--- config.mk ---
export PLATFORM = sky130hd
export DESIGN_NAME = mem_bus_arbiter
export DESIGN_NICKNAME = d
export VERILOG_FILES = /design/src/rtl/mem_bus_arbiter_pkg.sv /design/src/rtl/mem_arb_pick.sv /design/src/rtl/mem_bus_arbiter.sv
export SDC_FILE = /design/constraint.sdc
export NUM_CORES = 1
export LEC_CHECK = 0
export CAP_MARGIN = 5
export CORE_AREA = 2 2 191 193
export CTS_CLUSTER_DIAMETER = 150
export CTS_CLUSTER_SIZE = 8
export DETAILED_ROUTE_END_ITERATION = 6
export DIE_AREA = 0 0 193 195
export GPL_TIMING_DRIVEN = 1
export PLACE_DENSITY = 0.47
export SYNTH_ARGS = -nofsm -noshare
export SYNTH_HDL_FRONTEND = slang
export SYNTH_SLANG_ARGS = --single-unit
--- constraint.sdc ---
create_clock -name clk -period 2.9 [get_ports clk]
set_input_delay 0.725 -clock clk [delete_from_list [all_inputs] [get_ports clk]]
set_output_delay 0.725 -clock clk [all_outputs]
set_load 0.005 [all_outputs]
--- src/rtl/mem_bus_arbiter_pkg.sv ---
// Purpose: shared types and constants for the I/D cache memory-port arbiter.
// Contents: state encoding, one-hot grant encodings, default bus widths.
// Imported by mem_arb_pick and mem_bus_arbiter.
package mem_bus_arbiter_pkg;

  localparam int ADDR_W_DEF = 32;
  localparam int LINE_W_DEF = 128;

  typedef enum logic [1:0] {
    IDLE  = 2'd0,
    GRANT = 2'd1,
    DRAIN = 2'd2
  } state_t;

  // One-hot owner encodings: bit 0 = I-cache, bit 1 = D-cache.
  localparam logic [1:0] GRANT_NONE = 2'b00;
  localparam logic [1:0] GRANT_I    = 2'b01;
  localparam logic [1:0] GRANT_D    = 2'b10;

endpackage

--- src/rtl/mem_arb_pick.sv ---
// Purpose: combinational 2-way picker choosing the I or D requester.
// Latency: purely combinational; no backpressure, result is only a suggestion.
// Ports: req[0]=I start, req[1]=D start, last_d=1 when D won the last tie; win is one-hot.
// Build option MEM_ARB_DCACHE_PRIO_EN: D always wins ties and last_d is ignored.
module mem_arb_pick
  import mem_bus_arbiter_pkg::*;
(
  input  logic [1:0] req,
  input  logic       last_d,
  output logic [1:0] win
);

`ifdef MEM_ARB_DCACHE_PRIO_EN
  logic unused_last_d;
  assign unused_last_d = last_d;
`endif

  always_comb begin
    win = GRANT_NONE;
    case (req)
      2'b01:   win = GRANT_I;
      2'b10:   win = GRANT_D;
`ifdef MEM_ARB_DCACHE_PRIO_EN
      2'b11:   win = GRANT_D;
`else
      // Tie: whoever did not win the previous tie goes now.
      2'b11:   win = last_d ? GRANT_I : GRANT_D;
`endif
      default: win = GRANT_NONE;
    endcase
  end

endmodule

--- src/rtl/mem_bus_arbiter.sv ---
// Purpose: shares one line-read memory port between the I-cache and D-cache.
// Latency: start seen in cycle N drives registered mem_read_start/address in N+1.
// Backpressure: losing requester waits with start held; ready reaches only the owner.
// Ports: i_/d_ start+address in, rdy+data out; mem_* to memory; grant/busy/timeout_err status.
// Build option MEM_ARB_DCACHE_PRIO_EN: fixed D-over-I priority instead of round-robin.
module mem_bus_arbiter
  import mem_bus_arbiter_pkg::*;
#(
  parameter int ADDR_W         = ADDR_W_DEF,
  parameter int LINE_W         = LINE_W_DEF,
  parameter int TIMEOUT_CYCLES = 255
) (
  input  logic              clk,
  input  logic              reset,
  input  logic              i_start,
  input  logic [ADDR_W-1:0] i_address,
  output logic              i_rdy,
  output logic [LINE_W-1:0] i_data,
  input  logic              d_start,
  input  logic [ADDR_W-1:0] d_address,
  output logic              d_rdy,
  output logic [LINE_W-1:0] d_data,
  output logic [ADDR_W-1:0] mem_bus_address,
  output logic              mem_read_start,
  input  logic [LINE_W-1:0] mem_bus_data,
  input  logic              mem_read_rdy,
  output logic [1:0]        grant,
  output logic              busy,
  output logic              timeout_err
);

  localparam logic [15:0] TO_LAST = 16'(TIMEOUT_CYCLES - 1);

  state_t      state, state_nxt;
  logic [1:0]  win;
  logic        last_d;
  logic [15:0] count;
  logic        granted_start;

  // Line alignment drops the byte offset within a 16-byte line.
  logic unused_addr_lsbs;
  assign unused_addr_lsbs = ^{i_address[3:0], d_address[3:0]};

  mem_arb_pick u_pick (
    .req    ({d_start, i_start}),
    .last_d (last_d),
    .win    (win)
  );

  assign granted_start = (grant[0] & i_start) | (grant[1] & d_start);

  always_comb begin
    state_nxt = state;
    case (state)
      IDLE:    if (i_start || d_start)                 state_nxt = GRANT;
      // A start dropped early is not an abort: leave only once data has come back.
      GRANT:   if (mem_read_rdy && !granted_start)     state_nxt = DRAIN;
      DRAIN:   if (!mem_read_rdy)                      state_nxt = IDLE;
      default:                                         state_nxt = IDLE;
    endcase
  end

  always_ff @(posedge clk or posedge reset) begin
    if (reset) begin
      state           <= IDLE;
      grant           <= GRANT_NONE;
      mem_read_start  <= 1'b0;
      mem_bus_address <= '0;
      count           <= '0;
      last_d          <= 1'b1;
      timeout_err     <= 1'b0;
    end else begin
      state <= state_nxt;
      case (state)
        IDLE: begin
          if (state_nxt == GRANT) begin
            grant           <= win;
            mem_read_start  <= 1'b1;
            mem_bus_address <= {(win[1] ? d_address[ADDR_W-1:4] : i_address[ADDR_W-1:4]), 4'b0000};
            count           <= '0;
            // Only contested arbitrations move the round-robin pointer.
            if (i_start && d_start) last_d <= win[1];
          end
        end
        GRANT: begin
          if (state_nxt == DRAIN) begin
            mem_read_start <= 1'b0;
          end else if (!mem_read_rdy) begin
            if (count != 16'hFFFF) count <= count + 16'd1;
            if (count == TO_LAST)  timeout_err <= 1'b1;
          end
        end
        DRAIN: begin
          if (state_nxt == IDLE) grant <= GRANT_NONE;
        end
        default: grant <= GRANT_NONE;
      endcase
    end
  end

  assign i_rdy  = mem_read_rdy & grant[0];
  assign d_rdy  = mem_read_rdy & grant[1];
  assign i_data = mem_bus_data;
  assign d_data = mem_bus_data;
  assign busy   = (state != IDLE);

endmodule
run_1/placement.png
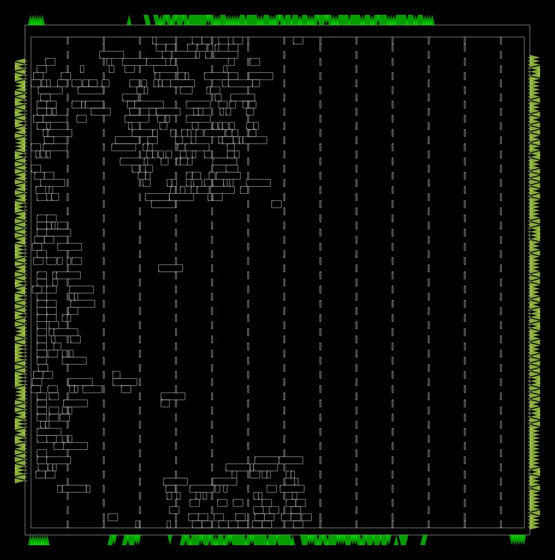
Cell Rows: 69
fillers: 4098
total number of tap cells: 461
Finished Core Util: 12.3%
number of non-filler instances in the completed layout: 820

run_1/io_fan.png
Scale bar: 50 µm.
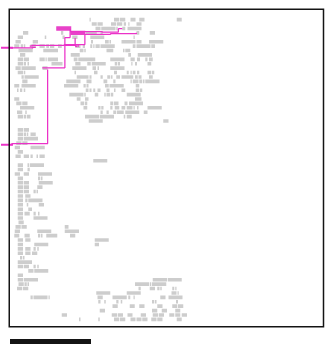
| colour | port | direction | edge | end cells | buffers | wire |
|---|---|---|---|---|---|---|
| magenta | grant | output | left | 2 | 2 | 247 µm |

==> flow_results.xml, run 1 <==
<?xml version="1.0" encoding="UTF-8"?>
<metrics>
  <group name="cts">
    <metric name="clockRootBuffer" unit="">clkbuf_16</metric>
    <metric name="cts.sinks" unit="">51</metric>
  </group>
  <group name="floorplan">
    <metric name="ioPinCount" unit="">492</metric>
    <metric name="dieArea" unit="mm²">0.0376</metric>
  </group>
  <group name="placed_design">
    <metric name="dp_worst_setup_slack" unit="ns">0.204</metric>
  </group>
  <group name="route">
    <metric name="detailroute.wirelength.met3" unit="µm">1740</metric>
    <metric name="met2RoutedLength" unit="µm">4380</metric>
    <metric name="routed_wirelength" unit="µm">11100</metric>
  </group>
  <group name="critical_path">
    <metric name="critical_path.max_fanout" unit="">5</metric>
    <metric name="critical_path_class" unit="">primary input to output pin</metric>
    <metric name="worstRegToRegCells" unit="">5</metric>
    <metric name="crit_path_end_kind" unit="">output pin</metric>
  </group>
  <group name="logic_synthesis">
    <metric name="yosysWarningCount" unit="">0</metric>
    <metric name="netlist_area" unit="mm²">0.00451</metric>
    <metric name="yosysTopAreaCell" unit="">buf_4</metric>
    <metric name="post-synth-top-count-cell" unit="">buf_4</metric>
    <metric name="synth.avg_cell_area" unit="µm²">8.76</metric>
    <metric name="xor_xnor_share" unit="%">0.194</metric>
    <metric name="yosys-top-cells-area" unit="">buf_4 43%, dfrtp_1 28%, mux2i_1 7.1%, o21ai_0 3.7%, nand2_1 3.3%</metric>
  </group>
  <group name="run">
    <metric name="tool_warnings" unit="">35</metric>
  </group>
  <group name="power">
    <metric name="fin_total_pwr" unit="mW">3.16</metric>
    <metric name="comb_power_share" unit="%">41.0</metric>
  </group>
  <group name="worst_hold_path">
    <metric name="min-delay-path-class" unit="">flop to flop</metric>
  </group>
  <group name="timing">
    <metric name="worst_hold_slack" unit="ns">0.480</metric>
  </group>
  <group name="final_layout">
    <metric name="area.growth.synth_to_final" unit="%">-3.30</metric>
  </group>
  <group name="status">
    <metric name="outcome" unit="">complete, no violations</metric>
  </group>
  <group name="global_routing">
    <metric name="grt_max_degree" unit="">60</metric>
  </group>
</metrics>
run_1/layer_met2.png
Scale bar: 50 µm.
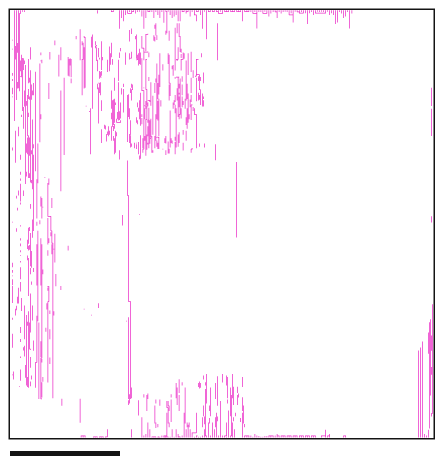
main direction: vertical
longest straight run: 70.5 µm
nets with wire on the layer: 426
total via count in the routed design: 2565
met2 Usage GRT: 7.81%

[run 1: registers in the layout, summed over array words and instances, names as in the netlist]
register	count
last_d	1
count	16
state	2
mem_bus_address	28
grant	2
timeout_err	1
mem_read_start	1
[run 1: cell type report]
class                   instances  area, µm²
fillers                      4098      31000
flip-flops and latches         51       1280
multi-input cells             189       1250
repair buffers                106       1070
well taps                     461        577
clock buffers                   5        125
clock inverters                 3       46.3
inverters                       5       18.8
[run 1: cell usage in the layout (no fill, tap or decap), types with 4 or more instances in the layout]
master and instances:
inv_1 4, nand2_1 40, nand3_1 8, buf_4 8, conb_1 4, a21oi_1 11
nor3_1 4, mux2i_1 32, clkdlybuf4s50_1 95, nand4_1 5, dfrtp_1 50, or4_1 5
o31ai_1 5, o21ai_0 32, clkbuf_16 5
run_1/flops_by_reg.png
Other sequential cells in the stronger grey, the rest of the logic in the fainter grey.
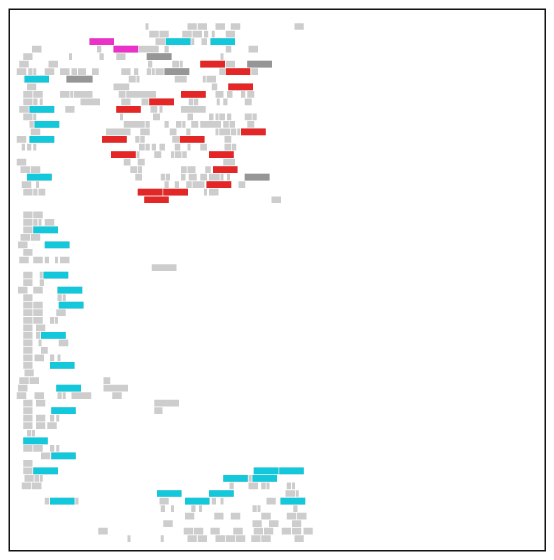

==> run 1 -> run 2 <==
--- a/config.mk
+++ b/config.mk
@@ -15,4 +15,5 @@
 export PLACE_DENSITY = 0.47
 export SYNTH_ARGS = -nofsm -noshare
 export SYNTH_HDL_FRONTEND = slang
+export SYNTH_HIERARCHICAL = 1
 export SYNTH_SLANG_ARGS = --single-unit
run_2/flops_by_reg.png
Other sequential cells in the stronger grey, the rest of the logic in the fainter grey.
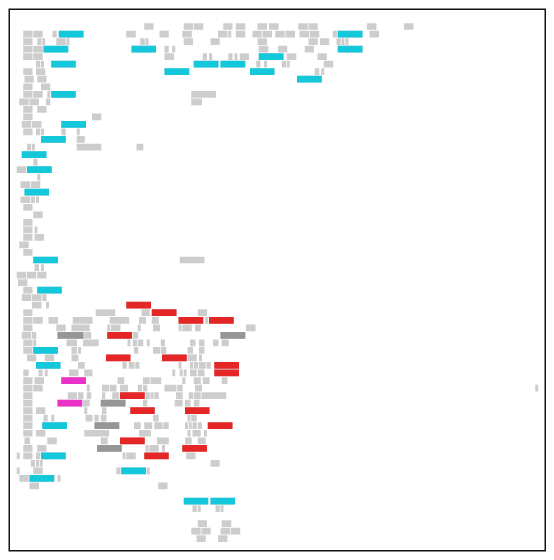
| colour | signal | flops |
|---|---|---|
| red | count | 16 |
| cyan | mem_bus_address | 28 |
| magenta | grant | 2 |
not coloured: 5
sequential fraction of total cell area: 29.5%
Storage cell area: 0.00128 mm²
reported sequential group power: 1.12 mW
Finished Core Util: 12.2%

run_2/placement.png
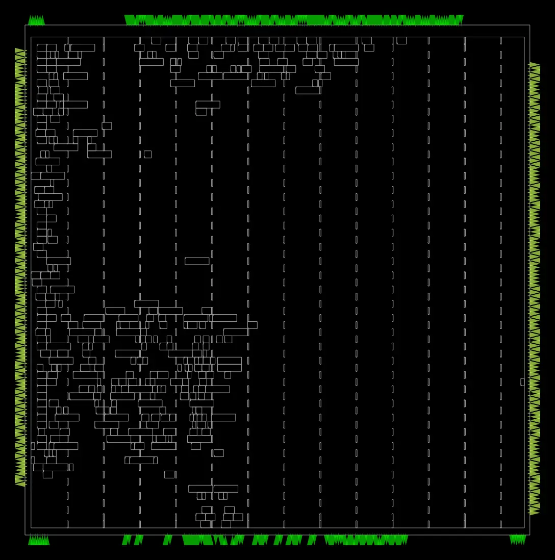
fillers: 4111
Floorplan Core Area: 0.0354 mm²
flip-flop and latch count: 51
number of non-filler instances in the completed layout: 823

==> run 2 against run 1 <==
Against the previous run: sequential power about the same; synthesized area down 0.50%; setup slack worse by 0.024 ns; via count down 0.62%; power down 4.6%; critical path type unchanged; highest routed layer is now met5.
==> flow_results.xml, run 2 <==
<?xml version="1.0" encoding="UTF-8"?>
<metrics>
  <group name="status">
    <metric name="outcome" unit="">complete, no violations</metric>
  </group>
  <group name="critical_path">
    <metric name="worstRegToRegCells" unit="">5</metric>
    <metric name="critical_path.max_fanout" unit="">4</metric>
    <metric name="critical_path_class" unit="">primary input to output pin</metric>
    <metric name="crit_path_end_kind" unit="">output pin</metric>
  </group>
  <group name="logic_synthesis">
    <metric name="synth.avg_cell_area" unit="µm²">8.68</metric>
    <metric name="yosysTopAreaCell" unit="">buf_4</metric>
    <metric name="yosysWarningCount" unit="">6</metric>
    <metric name="xor_xnor_share" unit="%">0</metric>
  </group>
  <group name="power">
    <metric name="fin_total_pwr" unit="mW">3.01</metric>
    <metric name="comb_power_share" unit="%">41.2</metric>
  </group>
  <group name="timing">
    <metric name="worst_hold_slack" unit="ns">0.459</metric>
  </group>
  <group name="route">
    <metric name="routed_wirelength" unit="µm">11700</metric>
    <metric name="met2RoutedLength" unit="µm">4640</metric>
    <metric name="vias" unit="">2549</metric>
  </group>
  <group name="cts">
    <metric name="clockRootBuffer" unit="">clkbuf_16</metric>
    <metric name="cts.sinks" unit="">51</metric>
  </group>
  <group name="floorplan">
    <metric name="ioPinCount" unit="">492</metric>
  </group>
  <group name="final_layout">
    <metric name="largest_register_ffs" unit="">28</metric>
    <metric name="area.combinational" unit="mm²">0.00121</metric>
    <metric name="most_frequent_standard_cell_in_the_layout_excluding_fill_and_tap_cells" unit="">clkdlybuf4s50_1</metric>
    <metric name="area.growth.synth_to_final" unit="%">-3.48</metric>
    <metric name="mostFrequentLayoutCells" unit="">95 x clkdlybuf4s50_1, 50 x dfrtp_1, 41 x nand2_1</metric>
  </group>
  <group name="global_routing">
    <metric name="grt_max_degree" unit="">51</metric>
  </group>
  <group name="placed_design">
    <metric name="dp_worst_setup_slack" unit="ns">0.152</metric>
  </group>
  <group name="worst_hold_path">
    <metric name="min-delay-path-class" unit="">flop to flop</metric>
  </group>
</metrics>
-- run 2: worst min-delay path by stage --
stage	end	slack [ns]	cells past startpoint	startpoint
2_1_floorplan	timeout_err	0.45	1	timeout_err
3_3_place_gp	timeout_err	0.45	1	timeout_err
3_5_place_dp	timeout_err	0.45	1	timeout_err
4_1_cts	timeout_err	0.47	1	timeout_err
5_1_grt	timeout_err	0.50	1	timeout_err
6_report	timeout_err	0.46	1	timeout_err
-- run 2: layout make-up --
cell class / count / area share (%)
Sequential cell: 51 / 29.5
Clock inverter: 3 / 0.635
Clock buffer: 5 / 2.89
Timing Repair Buffer: 108 / 25.1
Multi-Input combinational cell: 188 / 28.0
Tap cell: 461 / 13.3
Inverter: 7 / 0.607
Power figures rest on the tool's default switching activity, not on a simulated workload.
